### config.mk
export PLATFORM = sky130hd
export DESIGN_NAME = csr_file_flat
export DESIGN_NICKNAME = d
export VERILOG_FILES = /design/src/rtl/csr_file_if.sv /design/src/rtl/csr_file.sv /design/src/flat_wrapper.sv
export SDC_FILE = /design/constraint.sdc
export NUM_CORES = 1
export LEC_CHECK = 0
export CAP_MARGIN = 20
export CORE_MARGIN = 8
export CORE_UTILIZATION = 25
export CTS_BUF_LIST = sky130_fd_sc_hd__clkbuf_8
export DETAILED_ROUTE_END_ITERATION = 16
export PLACE_DENSITY = 0.54
export SLEW_MARGIN = 10
export SYNTH_ARGS = -nofsm -noshare
export SYNTH_HDL_FRONTEND = slang
export SYNTH_SLANG_ARGS = --single-unit
### constraint.sdc
create_clock -name clk -period 17.2 [get_ports clk]
set_input_delay 3.44 -clock clk [delete_from_list [all_inputs] [get_ports clk]]
set_output_delay 3.44 -clock clk [all_outputs]
set_load 0.01 [all_outputs]
### src/rtl/csr_file_if.sv
// CSR request/response bundle between the writeback stage and csr_file.
// write_func: 0 none, 1 RW, 2 RS, 3 RC. input_select: 1 selects rs1_value, 0 selects imm_value.
interface csr_file_if;
  logic        csr_valid;
  logic        read_enable;
  logic        write_enable;
  logic [4:0]  imm_value;
  logic        input_select;
  logic [1:0]  write_func;
  logic [11:0] csr_addr;
  logic [31:0] rs1_value;
  logic        resp_valid;
  logic [31:0] rd_value;
  logic        illegal;

  modport master (
    output csr_valid, read_enable, write_enable, imm_value, input_select, write_func,
    output csr_addr, rs1_value,
    input  resp_valid, rd_value, illegal
  );

  modport slave (
    input  csr_valid, read_enable, write_enable, imm_value, input_select, write_func,
    input  csr_addr, rs1_value,
    output resp_valid, rd_value, illegal
  );
endinterface

### src/rtl/csr_file.sv
// Machine-mode CSR file: atomic read-modify-write, trap entry and mret state updates.
// Optional 64-bit mcycle/minstret counters are built when CSR_COUNTERS_EN is defined.
module csr_file #(
  parameter logic [31:0] HART_ID    = 32'd0,
  parameter logic [31:0] MISA_VALUE = 32'h40000100
) (
  input  logic        clk,
  input  logic        rst,
  csr_file_if.slave   bus,
  input  logic        trap_valid,
  input  logic [31:0] trap_cause,
  input  logic [31:0] trap_pc,
  input  logic [31:0] trap_tval,
  input  logic        mret_valid,
  input  logic        instr_retire,
  output logic [31:0] mtvec_out,
  output logic [31:0] mepc_out,
  output logic        global_ie
);

  localparam logic [1:0] FuncNone = 2'd0;
  localparam logic [1:0] FuncRw   = 2'd1;
  localparam logic [1:0] FuncRs   = 2'd2;
  localparam logic [1:0] FuncRc   = 2'd3;

  logic        mstatus_mie_q, mstatus_mie_d;
  logic        mstatus_mpie_q, mstatus_mpie_d;
  logic [31:0] mie_q, mie_d;
  logic [29:0] mtvec_q, mtvec_d;
  logic [31:0] mscratch_q, mscratch_d;
  logic [29:0] mepc_q, mepc_d;
  logic [31:0] mcause_q, mcause_d;
  logic [31:0] mtval_q, mtval_d;
  logic        resp_valid_q, resp_valid_d;
  logic [31:0] rd_value_q, rd_value_d;
  logic        illegal_q, illegal_d;

`ifdef CSR_COUNTERS_EN
  logic [63:0] mcycle_q, mcycle_d;
  logic [63:0] minstret_q, minstret_d;
`endif

  logic        hit;
  logic        legal;
  logic        accept;
  logic        do_write;
  logic [31:0] old_value;
  logic [31:0] src;
  logic [31:0] new_value;

  // Read mux; hit flags an implemented address.
  always_comb begin
    hit       = 1'b1;
    old_value = 32'd0;
    case (bus.csr_addr)
      12'h300: old_value = {24'd0, mstatus_mpie_q, 3'd0, mstatus_mie_q, 3'd0};
      12'h301: old_value = MISA_VALUE;
      12'h304: old_value = mie_q;
      12'h305: old_value = {mtvec_q, 2'b00};
      12'h340: old_value = mscratch_q;
      12'h341: old_value = {mepc_q, 2'b00};
      12'h342: old_value = mcause_q;
      12'h343: old_value = mtval_q;
      12'hF11, 12'hF12, 12'hF13: old_value = 32'd0;
      12'hF14: old_value = HART_ID;
`ifdef CSR_COUNTERS_EN
      12'hB00, 12'hC00: old_value = mcycle_q[31:0];
      12'hB80, 12'hC80: old_value = mcycle_q[63:32];
      12'hB02, 12'hC02: old_value = minstret_q[31:0];
      12'hB82, 12'hC82: old_value = minstret_q[63:32];
`endif
      default: hit = 1'b0;
    endcase
  end

  always_comb begin
    accept   = bus.csr_valid & ~trap_valid & ~mret_valid;
    legal    = hit & ~(bus.write_enable & (bus.csr_addr[11:10] == 2'b11));
    do_write = accept & legal & bus.write_enable & (bus.write_func != FuncNone);
    src      = bus.input_select ? bus.rs1_value : {27'd0, bus.imm_value};
    case (bus.write_func)
      FuncRw:  new_value = src;
      FuncRs:  new_value = old_value | src;
      FuncRc:  new_value = old_value & ~src;
      default: new_value = old_value;
    endcase
  end

  always_comb begin
    mstatus_mie_d  = mstatus_mie_q;
    mstatus_mpie_d = mstatus_mpie_q;
    mie_d          = mie_q;
    mtvec_d        = mtvec_q;
    mscratch_d     = mscratch_q;
    mepc_d         = mepc_q;
    mcause_d       = mcause_q;
    mtval_d        = mtval_q;
    if (trap_valid) begin
      mepc_d         = trap_pc[31:2];
      mcause_d       = trap_cause;
      mtval_d        = trap_tval;
      mstatus_mpie_d = mstatus_mie_q;
      mstatus_mie_d  = 1'b0;
    end else if (mret_valid) begin
      mstatus_mie_d  = mstatus_mpie_q;
      mstatus_mpie_d = 1'b1;
    end else if (do_write) begin
      case (bus.csr_addr)
        12'h300: begin
          mstatus_mie_d  = new_value[3];
          mstatus_mpie_d = new_value[7];
        end
        12'h304: mie_d      = new_value;
        12'h305: mtvec_d    = new_value[31:2];
        12'h340: mscratch_d = new_value;
        12'h341: mepc_d     = new_value[31:2];
        12'h342: mcause_d   = new_value;
        12'h343: mtval_d    = new_value;
        default: ;
      endcase
    end
  end

  always_comb begin
    resp_valid_d = accept;
    illegal_d    = accept & ~legal;
    rd_value_d   = (accept & legal & bus.read_enable) ? old_value : 32'd0;
  end

`ifdef CSR_COUNTERS_EN
  // A write to one half replaces that cycle's increment; the other half holds.
  always_comb begin
    mcycle_d   = mcycle_q + 64'd1;
    minstret_d = minstret_q + {63'd0, instr_retire};
    if (do_write) begin
      case (bus.csr_addr)
        12'hB00: mcycle_d   = {mcycle_q[63:32], new_value};
        12'hB80: mcycle_d   = {new_value, mcycle_q[31:0]};
        12'hB02: minstret_d = {minstret_q[63:32], new_value};
        12'hB82: minstret_d = {new_value, minstret_q[31:0]};
        default: ;
      endcase
    end
  end

  always_ff @(posedge clk or posedge rst) begin
    if (rst) begin
      mcycle_q   <= 64'd0;
      minstret_q <= 64'd0;
    end else begin
      mcycle_q   <= mcycle_d;
      minstret_q <= minstret_d;
    end
  end
`else
  logic unused_instr_retire;
  assign unused_instr_retire = instr_retire;
`endif

  always_ff @(posedge clk or posedge rst) begin
    if (rst) begin
      mstatus_mie_q  <= 1'b0;
      mstatus_mpie_q <= 1'b0;
      mie_q          <= 32'd0;
      mtvec_q        <= 30'd0;
      mscratch_q     <= 32'd0;
      mepc_q         <= 30'd0;
      mcause_q       <= 32'd0;
      mtval_q        <= 32'd0;
      resp_valid_q   <= 1'b0;
      rd_value_q     <= 32'd0;
      illegal_q      <= 1'b0;
    end else begin
      mstatus_mie_q  <= mstatus_mie_d;
      mstatus_mpie_q <= mstatus_mpie_d;
      mie_q          <= mie_d;
      mtvec_q        <= mtvec_d;
      mscratch_q     <= mscratch_d;
      mepc_q         <= mepc_d;
      mcause_q       <= mcause_d;
      mtval_q        <= mtval_d;
      resp_valid_q   <= resp_valid_d;
      rd_value_q     <= rd_value_d;
      illegal_q      <= illegal_d;
    end
  end

  assign bus.resp_valid = resp_valid_q;
  assign bus.rd_value   = rd_value_q;
  assign bus.illegal    = illegal_q;
  assign mtvec_out      = {mtvec_q, 2'b00};
  assign mepc_out       = {mepc_q, 2'b00};
  assign global_ie      = mstatus_mie_q;

endmodule
### src/flat_wrapper.sv
// flat-port wrapper written by rule: the top's interface ports become plain ports
module csr_file_flat 
#(
  parameter logic [31:0] HART_ID    = 32'd0,
  parameter logic [31:0] MISA_VALUE = 32'h40000100
)
  (clk, rst, trap_valid, trap_cause, trap_pc, trap_tval, mret_valid, instr_retire, mtvec_out, mepc_out, global_ie, bus_csr_valid, bus_read_enable, bus_write_enable, bus_imm_value, bus_input_select, bus_write_func, bus_csr_addr, bus_rs1_value, bus_resp_valid, bus_rd_value, bus_illegal);
  csr_file_if bus_i ();
  input  logic clk;
  input  logic rst;
  input  logic trap_valid;
  input  logic [31:0] trap_cause;
  input  logic [31:0] trap_pc;
  input  logic [31:0] trap_tval;
  input  logic mret_valid;
  input  logic instr_retire;
  output logic [31:0] mtvec_out;
  output logic [31:0] mepc_out;
  output logic global_ie;
  input wire logic [$bits(bus_i.csr_valid)-1:0] bus_csr_valid;
  input wire logic [$bits(bus_i.read_enable)-1:0] bus_read_enable;
  input wire logic [$bits(bus_i.write_enable)-1:0] bus_write_enable;
  input wire logic [$bits(bus_i.imm_value)-1:0] bus_imm_value;
  input wire logic [$bits(bus_i.input_select)-1:0] bus_input_select;
  input wire logic [$bits(bus_i.write_func)-1:0] bus_write_func;
  input wire logic [$bits(bus_i.csr_addr)-1:0] bus_csr_addr;
  input wire logic [$bits(bus_i.rs1_value)-1:0] bus_rs1_value;
  output wire logic [$bits(bus_i.resp_valid)-1:0] bus_resp_valid;
  output wire logic [$bits(bus_i.rd_value)-1:0] bus_rd_value;
  output wire logic [$bits(bus_i.illegal)-1:0] bus_illegal;
  assign bus_i.csr_valid = bus_csr_valid;
  assign bus_i.read_enable = bus_read_enable;
  assign bus_i.write_enable = bus_write_enable;
  assign bus_i.imm_value = bus_imm_value;
  assign bus_i.input_select = bus_input_select;
  assign bus_i.write_func = bus_write_func;
  assign bus_i.csr_addr = bus_csr_addr;
  assign bus_i.rs1_value = bus_rs1_value;
  assign bus_resp_valid = bus_i.resp_valid;
  assign bus_rd_value = bus_i.rd_value;
  assign bus_illegal = bus_i.illegal;
  csr_file #(.HART_ID(HART_ID), .MISA_VALUE(MISA_VALUE)) u_core (.clk(clk), .rst(rst), .bus(bus_i), .trap_valid(trap_valid), .trap_cause(trap_cause), .trap_pc(trap_pc), .trap_tval(trap_tval), .mret_valid(mret_valid), .instr_retire(instr_retire), .mtvec_out(mtvec_out), .mepc_out(mepc_out), .global_ie(global_ie));
endmodule
**Run 1: signal wires by layer**

Scale: 2 px per um.
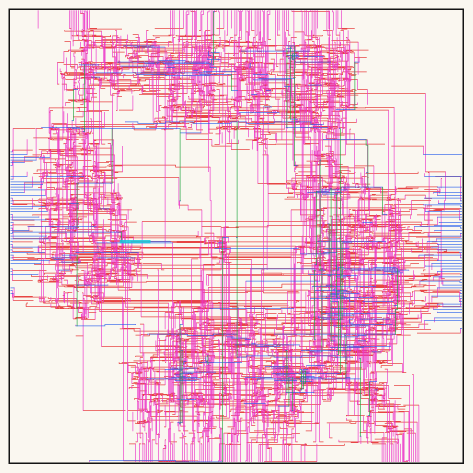
[cyan] M5 | wire length: 13.8 um
[red] M1 | wire length: 21.0 mm
[blue] M3 | wire length: 3470 um
[green] M4 | wire length: 1410 um
[magenta] M2 | wire length: 22.6 mm

**Run 1: where the registers sit**

Scale: 2 px per um.
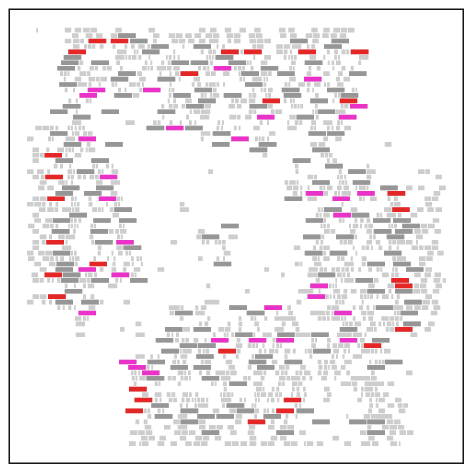
[red] u_core.mepc_q | sequential cells: 30 | where: all over the die
[magenta] u_core.mscratch_q | sequential cells: 32

==> impl_metrics.py, run 1 <==
# Generated from Yosys and OpenROAD reports
metrics = {
    "worst_hold_path": {
        "hold_depth": 2,
        "min_path_type": "flop to flop",
    },
    "final_timing": {
        "finalSetupViolCount": 0,
        "slew_violations": 0,
        "fin_crit_ns": 7.38,
        "maxSlewHeadroom": 0.247,
        "hold_viol_final": 0,
        "hold_slack_ns": 0.479,
        "max_freq_ghz": 0.136,
        "rsz0062_at_grt": "false",
        "fin_crit_sh": 0.429,
    },
    "synthesis": {
        "yosysCellCount": 1179,
        "syn_inst": 1179,
        "ys_sh_simple": 0.142,
        "yosys_area_um2": 11100,
        "seq_area_frac_synth": 0.507,
        "synth_area_um2": 11100,
        "ys_types": 67,
        "ys_sh_mux": 0.0528,
        "edf_count": 0,
        "aoi_share": 0.249,
        "ys_sh_xor": 0.00396,
        "flop_cell": "dfrtp_1",
        "ys.flops": 224,
        "adder_share": 0,
        "async_flop_share": 1.00,
        "logic_family": "AND-OR/OR-AND gates",
        "avgSynthCellArea_um2": 9.38,
        "synth_warnings": 0,
    },
    "global_routing": {
        "grt_pass1_vias": 11000,
        "track_usage": 0.185,
        "grt_antenna_before_repair": 2,
        "grt_pass1_wl_um": 71400,
        "overflow": 0,
    },
    "worst_setup_path": {
        "rrSetupSlack_ns": 14.88,
        "worst_path_max_delay_cell": "clkdlybuf4s50_1",
        "critPathLaunchType": "input pin",
        "crit_chain": "clkdlybuf4s50_1 -> or3b_1 -> nor4_4 -> buf_4 -> nand2_1 -> nand2_2 -> o22ai_1 -> a21oi_1",
        "crit_end": "u_core.mcause_q[14]",
        "worst_ep_required_time_ns": 17.74,
        "cp_max_fo": 28,
        "cp-startpoint": "bus_csr_addr[1]",
        "arrival_ns": 7.91,
        "worst_r2r_endpoint": "u_core.mscratch_q[25]",
        "critPathKind": "input pin to flop",
        "endpoint_kind": "flop",
    },
    "finish": {
        "antenna_cells": 1,
        "final_cell_mix": "245 x clkdlybuf4s50_1, 224 x dfrtp_1, 160 x a21oi_1",
        "comb_area_um2": 5020,
        "largest_class": "sequential cells",
        "final-seq-area_um2": 5610,
        "sh_seq_area": 0.374,
        "drive_above_1_share": 0.0896,
        "buffer_area_frac": 0.179,
        "inverters": 8,
        "comb_cells": 854,
        "lay_top_count": "clkdlybuf4s50_1",
        "synthToLayoutAreaGrowth_pct": 35.5,
        "n_all_buffers": 273,
        "combAreaFraction": 0.335,
    },
    "detailed_routing": {
        "drc": 0,
        "final_antenna_net_count": 0,
        "firstDrtPassIters": 5,
        "avgViaCountPerCell": 5.29,
        "wirelength_um": 48600,
        "post_drt_wl_per_cell_um": 23.9,
        "vias": 10700,
        "drt_iter0_drc": 986,
    },
    "clocking": {
        "holdBufCountCts": 0,
        "clockBufferDepth": 3,
        "clk_pin_slew_ns": 0.06,
        "root_buffer": "clkbuf_8",
        "htree_levels": 2,
        "post_cts_buffers": 0,
        "cts_tree": "built",
        "clkLatencyLatePin_ns": 0.61,
    },
    "floorplan": {
        "die_h_um": 226,
        "row_count": 77,
        "die_area_um2": 51200,
        "num_tap_cells": 592,
        "ios": 255,
    },
    "power_and_ir_drop": {
        "leakage_nw": 5.98,
        "ir_drop_mv": 0.0357,
        "power-per-cell-area_nw_per_um2": 86.0,
    },
    "job": {
        "warnings": 29,
    },
    "placed_design": {
        "numPortBuffers": 247,
        "gp_congestion": 0.849,
    },
    "run_status": {
        "outcome": "finished clean",
    },
}
**Run 1: local utilization**

Scale: 1.5 px per um. 23 x 23 tiles, from white (low) to dark blue (high), 0 to 100% covered.
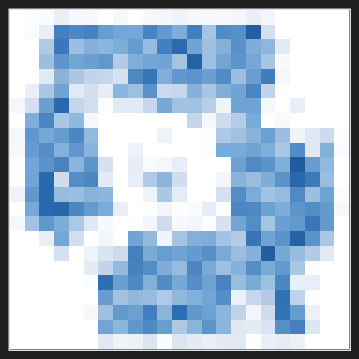
mean over tiles: 28%
nearly empty tiles: 29%
fullest tile: 83%
emptiest ninth of the die: bottom left
Core Region: 43900 um2
Initial Util: 0.252

**Run 1: the clock network**

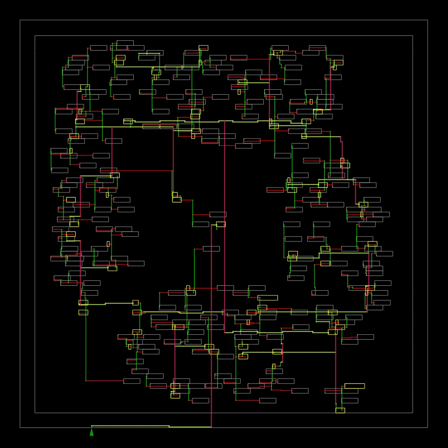
CTS sink count: 224
Num CTS Buffers: 43
flip-flops: 224
P_clk: 563 uW
Worst Skew: 0.0267 ns

[run 1: metal layers]
layer | vias to the layer above | part of all wire | track usage
met5 | - | 0.00027 | 0
met1 | 5340 | 0.43 | 0.244
met3 | 94 | 0.071 | 0.0418
met2 | 477 | 0.47 | 0.294
li1 | 4830 | - | -
met4 | 2 | 0.029 | 0.0662
[run 1: worst max-delay path, delay by kind of cell]
family,cells,cell delay (ns)
and+or+nand+nor,4,2.42
buffers and inverters,2,1.59
AOI/OAI and AO/OA,2,0.43
[run 1: kinds of logic (layout without fill, tap and decap cells)]
group | count (synthesis) | count (layout)
buffers and inverters | 104 | 361
other | 1 | 5
muxes | 58 | 58
and+or+nand+nor | 326 | 326
AOI/OAI and AO/OA | 461 | 461
xor gates and xnor gates | 5 | 5
DFF | 224 | 224
[run 1: power breakdown]
part,switching [mW],leakage [nW],internal [mW]
registers,0.0152,2.86,0.548
clock network,0.254,0.526,0.309
logic,0.0896,2.59,0.0726
[run 1: Yosys cell counts (all sizes together) (3+ instances only)]
| library cell | number | area share |
|---|---|---|
| a21oi | 160 | 0.072 |
| a222oi | 5 | 0.0045 |
| a22o | 6 | 0.0048 |
| a22oi | 30 | 0.020 |
| a311oi | 5 | 0.0051 |
| a31oi | 9 | 0.0051 |
| a32oi | 5 | 0.0040 |
| and2 | 5 | 0.0028 |
| and3 | 5 | 0.0028 |
| buf | 52 | 0.027 |
| clkbuf | 44 | 0.015 |
| dfrtp | 224 | 0.51 |
| inv | 6 | 0.0020 |
| mux2 | 3 | 0.0031 |
| mux2i | 55 | 0.050 |
| nand2 | 162 | 0.056 |
| nand3 | 30 | 0.014 |
| nand4 | 4 | 0.0023 |
| nor2 | 63 | 0.022 |
| nor2b | 4 | 0.0023 |
| nor3 | 11 | 0.0065 |
| nor3b | 4 | 0.0032 |
| nor4 | 14 | 0.014 |
| nor4b | 3 | 0.0029 |
| o211ai | 12 | 0.0086 |
| o21ai | 104 | 0.047 |
| o22ai | 106 | 0.060 |
| o2bb2ai | 3 | 0.0024 |
| o32ai | 3 | 0.0024 |
| or2 | 5 | 0.0028 |
| or3 | 5 | 0.0028 |
| or3b | 3 | 0.0024 |
| xor2 | 5 | 0.0040 |
[run 1: worst min-delay path by stage]
stage / startpoint / end / slack [ns]
floorplan: u_core.mie_q[1] / u_core.mie_q[1] / 0.44
global placement: u_core.mie_q[1] / u_core.mie_q[1] / 0.46
detailed placement: u_core.mscratch_q[3] / u_core.mscratch_q[3] / 0.47
CTS: u_core.mscratch_q[3] / u_core.mscratch_q[3] / 0.48
global route: u_core.mscratch_q[27] / u_core.mscratch_q[27] / 0.50
finish: u_core.mie_q[28] / u_core.mie_q[28] / 0.48
[run 1: through the flow]
| stage | util | std cells | total power, mW | area, um2 | worst slack (ns) |
|---|---|---|---|---|---|
| finish | 0.341 | 2032 | 1.29 | 15000 | 9.82 |
| global route | 0.341 | 2032 | 1.34 | 15000 | 9.67 |
| CTS | 0.341 | 2031 | 1.30 | 15000 | 9.85 |
| detailed placement | 0.321 | 1951 | 0.734 | 14100 | 9.27 |
| global placement | 0.320 | 1950 | 0.732 | 14100 | 9.22 |
| floorplan | - | 1182 | 0.648 | 11100 | 7.63 |
==> inputs of run 2 (changes only) <==
PLACE_DENSITY = 0.55   (was 0.54)
clock period = 6.47 ns   (was 17.2 ns; I/O delays follow)
==> impl_metrics.py, run 2 <==
# Generated from Yosys and OpenROAD reports
metrics = {
    "detailed_routing": {
        "drc": 0,
        "firstDrtPassIters": 7,
        "drt_iter0_drc": 894,
        "avgViaCountPerCell": 5.22,
    },
    "worst_setup_path": {
        "critPathKind": "input pin to flop",
        "cp-startpoint": "bus_csr_addr[11]",
        "arrival_ns": 4.79,
        "critical_path_buf_inv_count": 3,
        "worst_ep_required_time_ns": 6.96,
        "cp_max_fo": 14,
        "rrSetupSlack_ns": 4.29,
        "worst_r2r_endpoint": "u_core.mscratch_q[26]",
        "cp_top_family": "simple AND/OR/NAND/NOR gates",
        "endpoint_kind": "flop",
        "cp_num_cells": 9,
    },
    "final_timing": {
        "fin_crit_sh": 0.664,
        "fin_crit_ns": 4.30,
        "rsz0062_at_grt": "false",
        "hold_viol_final": 0,
        "maxSlewHeadroom": 0.319,
        "slew_violations": 0,
    },
    "synthesis": {
        "largest_area_cell": "dfrtp_1",
        "async_flop_share": 1.00,
        "synth.most_common_cell": "dfrtp_1",
        "yosys_area_um2": 11100,
        "top_cells_by_count": "224 x dfrtp_1, 160 x a21oi_1, 159 x nand2_1, 106 x o22ai_1, 94 x o21ai_0",
        "synth_warnings": 0,
        "synthTopCellsByArea": "dfrtp_1 51%, a21oi_1 7.2%, o22ai_1 6.0%",
        "seq_area_frac_synth": 0.507,
        "avgSynthCellArea_um2": 9.38,
        "synth.top_cell.area_share": 0.507,
        "syn_inst": 1179,
        "ys_types": 67,
    },
    "clocking": {
        "clk_pin_slew_ns": 0.06,
        "cts_tree": "built",
        "clock_sink_count": 224,
        "post_cts_buffers": 0,
        "htree_levels": 2,
        "root_buffer": "clkbuf_8",
        "cts_buffers": 42,
        "holdBufCountCts": 0,
        "clkLatencyLatePin_ns": 0.59,
    },
    "placed_design": {
        "gp_congestion": 0.864,
        "place_area_um2": 14100,
    },
    "global_routing": {
        "grt_pass1_vias": 11200,
        "overflow": 0,
        "grt_antenna_before_repair": 5,
        "grt_pass1_wl_um": 70400,
    },
    "finish": {
        "lay_top_count": "clkdlybuf4s50_1",
        "drive_above_1_share": 0.0997,
        "final_cell_mix": "245 x clkdlybuf4s50_1, 224 x dfrtp_1, 160 x a21oi_1",
        "final-seq-area_um2": 5610,
    },
    "power_and_ir_drop": {
        "power_switching_uw": 923,
        "p_comb_frac": 0.123,
        "leakage_nw": 6.01,
        "p_seq_frac": 0.429,
        "clkPwrFrac": 0.448,
        "power-per-cell-area_nw_per_um2": 231,
        "switching_share": 0.264,
    },
    "worst_hold_path": {
        "hold_depth": 2,
        "whs_endpoint": "u_core.mie_q[1]",
        "min_path_type": "flop to flop",
    },
    "run_status": {
        "outcome": "finished clean",
    },
    "job": {
        "warnings": 32,
    },
    "floorplan": {
        "die_h_um": 226,
        "die_area_um2": 51200,
    },
}
-- run 2: cell counts after synthesis --
No cell type changed its count.
-- run 2: tightest hold or removal path, delay by kind of cell, from the launching register on --
| family | cells | cell delay (ns) |
|---|---|---|
| flip-flops | 1 | 0.34 |
| AND/OR/NAND/NOR | 2 | 0.10 |
-- run 2: worst max-delay path by stage --
stage                         endpoint  slack (ns)
floorplan           u_core.bus.illegal        2.25
global placement      u_core.mepc_q[7]        1.62
detailed placement    u_core.mepc_q[8]        1.60
CTS                   u_core.mepc_q[8]        2.22
global route          u_core.mepc_q[9]        2.00
finish                u_core.mepc_q[8]        2.17
-- run 2: metrics by stage --
step / cells / total power, mW / hold slack (ns) / worst slack, ns / utilization
2_1_floorplan: 1182 / 1.72 / 0.440 / 2.25 / -
3_3_place_gp: 1960 / 1.95 / 0.458 / 1.62 / 0.322
3_5_place_dp: 1960 / 1.95 / 0.459 / 1.60 / 0.322
4_1_cts: 2036 / 3.54 / 0.471 / 2.22 / 0.344
5_1_grt: 2038 / 3.63 / 0.501 / 2.00 / 0.344
6_report: 2039 / 3.49 / 0.469 / 2.17 / 0.344
-- run 2: cell families (layout without fill, tap and decap cells) --
group	Yosys count	in the layout	synth area share
xor+xnor	5	5	0.00396
simple gates	326	326	0.142
buf+inv	104	366	0.0444
mux	58	58	0.0528
compound gates	461	461	0.249
flops	224	224	0.507
other cells	1	7	0.000339
-- run 2: area by class of cell --
| type | instances | share of cell area |
|---|---|---|
| antenna | 3 | 0.000497 |
| clock buffer | 58 | 0.0529 |
| clock inverter | 18 | 0.0107 |
| inverter | 8 | 0.00232 |
| multi-input combinational | 854 | 0.332 |
| sequential | 224 | 0.371 |
| tap | 592 | 0.0490 |
| timing repair buffer | 282 | 0.181 |
-- run 2: power groups by stage --
stage	sequential (mW)	combinational, mW	clock (mW)
after floorplan	1.52	0.206	0
after global placement	1.52	0.427	0
after detailed placement	1.52	0.431	0
after CTS	1.50	0.433	1.61
after global routing	1.50	0.465	1.67
final	1.50	0.431	1.56
-- run 2: metal layers --
| layer | routed length, um | track usage | up-vias | part of all wire |
|---|---|---|---|---|
| met1 | 20300 | 0.235 | 5263 | 0.43 |
| met4 | 1510 | 0.0746 | 4 | 0.032 |
| met5 | 25 | 0 | - | 0.00053 |
| met2 | 22200 | 0.294 | 449 | 0.47 |
| met3 | 3440 | 0.0375 | 98 | 0.072 |
| li1 | - | - | 4838 | - |
**Run 2: local utilization**

Scale: 1.5 px per um. 23 x 23 tiles, from white (low) to dark blue (high), 0 to 100% covered.
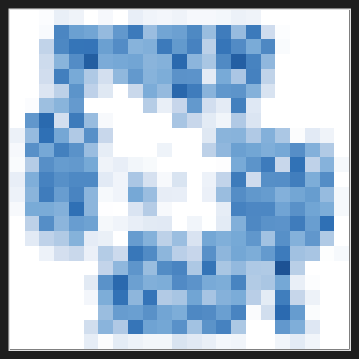
nearly empty tiles: 30%
tiles over 75% full: 1.5%
mean over tiles: 28%

**Run 2: signal wires by layer**

Scale: 2 px per um.
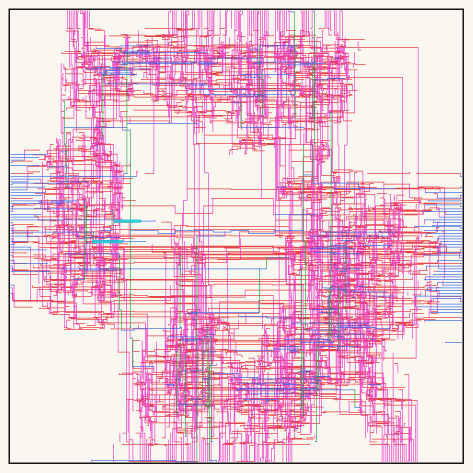
[magenta] M2 | wire length: 22.2 mm
[cyan] M5 | wire length: 25.8 um
[green] M4 | wire length: 1510 um
[blue] M3 | wire length: 3440 um
[red] M1 | wire length: 20.3 mm
final wirelength: 47500 um
Vias: 10700
WL/cell: 23.3 um
gr usage total: 0.182

No activity file was given, so power comes from the tool's default toggle rates.
